===== config.mk =====
export PLATFORM = sky130hd
export DESIGN_NAME = graphic_init_sequencer
export DESIGN_NICKNAME = d
export VERILOG_FILES = /design/src/rtl/graphic_init_sequencer.sv
export SDC_FILE = /design/constraint.sdc
export NUM_CORES = 1
export LEC_CHECK = 0
export CORE_ASPECT_RATIO = 1.25
export CORE_MARGIN = 8
export CORE_UTILIZATION = 43
export DETAILED_ROUTE_END_ITERATION = 10
export GPL_TIMING_DRIVEN = 0
export PLACE_DENSITY = 0.82
export SLEW_MARGIN = 10
export SYNTH_ARGS = -nofsm -noshare
export SYNTH_HDL_FRONTEND = slang
export SYNTH_SLANG_ARGS = --single-unit

===== constraint.sdc =====
create_clock -name hclk -period 2.45 [get_ports hclk]
set_input_delay 0.49 -clock hclk [delete_from_list [all_inputs] [get_ports hclk]]
set_output_delay 0.49 -clock hclk [all_outputs]
set_load 0.05 [all_outputs]

===== src/rtl/graphic_init_sequencer.sv =====
// graphic_init_sequencer: walks a register-init table and replays it as AHB-Lite single writes.
// Define GRAPHIC_INIT_READBACK_EN to read back and verify every written entry.
module graphic_init_sequencer #(
  parameter int TBL_DEPTH = 16,
  parameter int IW = $clog2(TBL_DEPTH)
) (
  input  logic          hclk,
  input  logic          hresetn,
  input  logic          start,
  input  logic [IW:0]   cfg_count,
  output logic [IW-1:0] tbl_idx,
  input  logic [31:0]   tbl_addr,
  input  logic [31:0]   tbl_data,
  output logic [31:0]   haddr_m,
  output logic [1:0]    htrans_m,
  output logic          hwrite_m,
  output logic [2:0]    hsize_m,
  output logic [2:0]    hburst_m,
  output logic [31:0]   hwdata_m,
  input  logic [31:0]   hrdata_m,
  input  logic          hready_m,
  input  logic          hresp_m,
  output logic          busy,
  output logic          done,
  output logic          err,
  output logic [IW-1:0] err_idx
);
`ifdef GRAPHIC_INIT_READBACK_EN
  typedef enum logic [2:0] {IDLE, FETCH, ADDR, DATA, RB_ADDR, RB_DATA, DONE, ERROR} state_t;
`else
  typedef enum logic [2:0] {IDLE, FETCH, ADDR, DATA, DONE, ERROR} state_t;
  logic unused_hrdata;
  assign unused_hrdata = ^hrdata_m;
`endif
  localparam logic [IW:0] DEPTH_V = (IW+1)'(TBL_DEPTH);
  state_t state, nxt, fin;
  logic [IW:0] cnt_q;
  logic [31:0] wdata_q;
  logic start_ok;
  assign start_ok = start && (state == IDLE || state == DONE || state == ERROR);
  assign fin = ({1'b0, tbl_idx} + (IW+1)'(1) == cnt_q) ? DONE : FETCH;
  assign busy = !(state == IDLE || state == DONE || state == ERROR);
  assign done = state == DONE;
  assign err = state == ERROR;
  assign hwrite_m = state == ADDR;
`ifdef GRAPHIC_INIT_READBACK_EN
  assign htrans_m = (state == ADDR || state == RB_ADDR) ? 2'b10 : 2'b00;
`else
  assign htrans_m = (state == ADDR) ? 2'b10 : 2'b00;
`endif
  assign hsize_m = 3'b010;
  assign hburst_m = 3'b000;
  always_comb begin
    nxt = state;
    case (state)
      IDLE, DONE, ERROR: nxt = !start ? state : (cfg_count == '0) ? DONE : FETCH;
      FETCH: nxt = ADDR;
      ADDR: nxt = hready_m ? DATA : ADDR;
`ifdef GRAPHIC_INIT_READBACK_EN
      DATA: nxt = hresp_m ? ERROR : hready_m ? RB_ADDR : DATA;
      RB_ADDR: nxt = hready_m ? RB_DATA : RB_ADDR;
      RB_DATA: nxt = (hresp_m || (hready_m && hrdata_m != wdata_q)) ? ERROR : hready_m ? fin : RB_DATA;
`else
      DATA: nxt = hresp_m ? ERROR : hready_m ? fin : DATA;
`endif
      default: nxt = IDLE;
    endcase
  end
  always_ff @(posedge hclk or negedge hresetn) begin
    if (!hresetn) begin
      state <= IDLE;
      tbl_idx <= '0;
      cnt_q <= '0;
      wdata_q <= '0;
      haddr_m <= '0;
      hwdata_m <= '0;
      err_idx <= '0;
    end else begin
      state <= nxt;
      if (start_ok) begin
        cnt_q <= (cfg_count > DEPTH_V) ? DEPTH_V : cfg_count;
        tbl_idx <= '0;
        err_idx <= '0;
      end
      if (state == FETCH) begin
        haddr_m <= tbl_addr;
        wdata_q <= tbl_data;
      end
      if (state == ADDR && hready_m) hwdata_m <= wdata_q;
      if (busy && nxt == FETCH) tbl_idx <= tbl_idx + IW'(1);
      if (busy && nxt == ERROR) err_idx <= tbl_idx;
    end
  end
endmodule


Fig. 1: placed standard cells
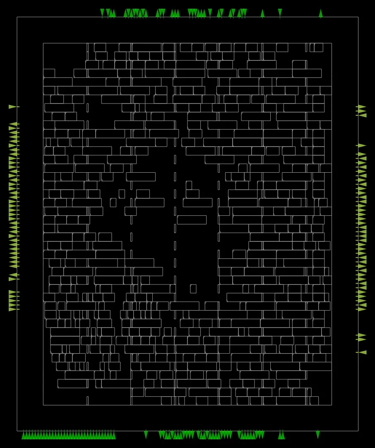
tap cells: 132
Row Count: 42
area of the core: 10400 um2

Fig. 2: the metal 3 layer
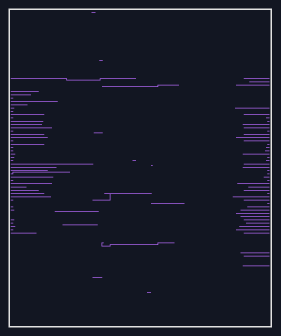
nets with wire on the layer: 92
longest straight run: 33.8 um
main direction: horizontal
drt total wl: 10.5 mm
M3 GR Usage: 6.04%

Fig. 3: where the registers sit
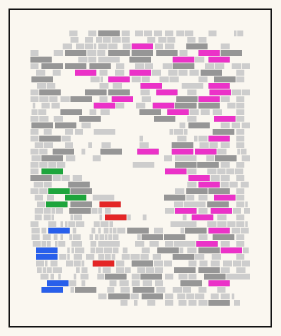
legend:
  hwdata_m:
    colour: magenta
    flops: 32
  state:
    colour: red
    flops: 3
  cnt_q:
    colour: blue
    flops: 5
    where: south-west
  err_idx:
    colour: green
    flops: 4
    where: west
post-route core utilization: 62.8%
sequential share of cell area: 42.9%
Seq group: 3.25 mW

==> metrics.yaml <==
critical_path:
  crit_required_ns: 1.96
  cp_max_fo: 9
  worst_setup_path_start_kind: "flop"
  timing.critical_path.cells: "buf_2 -> nor2b_1 -> and2b_4 -> dlygate4sd2_1"
  critPathKind: "flop to primary output"
cts:
  clk_latency_ns: 0.34
  clkTransAtPathRegs_ns: 0.07
  cts-root-buf: "clkbuf_16"
  post_cts_buffers: 0
pwr:
  p_switching_mw: 4.47
  peakVddDrop_v: 0.000805
  pwr-share-seq_pct: 31.6
floorplan:
  initial_core_util_pct: 43.5
  pin_count: 190
  chipHeight_um: 131
place:
  dpl-instance-area_um2: 6240
timing:
  maxSlewViolCount: 0
  fin_crit_ns: 2.35
layout:
  inverters: 3
  nets: 582
  clock_buffers: 10
  top_area_cell_class: "flip-flops and latches"
  buf_share_pct: 25.5
  finalInstanceArea_um2: 6530
outcome:
  outcome: "finished clean"
yosys:
  ys_sh_xor_pct: 1.16
  ys.flops: 112
  synthesis.area_um2: 4520
  ff_type: "dfrtp_1"
  seq_area_frac_synth_pct: 62.0
  syn_inst: 307
  yosys-stat-cells: 307
  synth.largest_area_cell: "dfrtp_1"
grt:
  met2_usage_pct: 25.4
drt:
  drc_errors: 0
  post_drt_wl_per_cell_um: 17.2
min_path:
  hp-start: "hwdata_m[4]"
## placed cells by master (no fill, tap or decap), types with 2 or more instances in the layout
cell,n
nor3_1,3
nand2b_1,4
a21oi_1,4
nand2_1,11
o211ai_1,2
buf_4,8
o21ai_0,6
nand3b_1,2
or4b_1,2
buf_2,12
dlygate4sd2_1,4
mux2_2,94
nor3b_1,2
nand3_1,2
conb_1,7
clkbuf_1,4
clkinvlp_4,2
mux2_1,3
mux2i_1,5
xnor2_1,3
inv_1,3
xor2_1,3
clkbuf_16,9
nor2_1,2
clkdlybuf4s50_1,144
dfrtp_1,112
a22o_1,4
clkbuf_2,2
## repair_timing
item | in CTS | in global routing
hold buffers | 1 | 0
resized | 5 | 2
hold endpoints to repair | 18 | 0
endpoints found under the setup margin | 5 | 1
Power figures rest on the tool's default switching activity, not on a simulated workload.
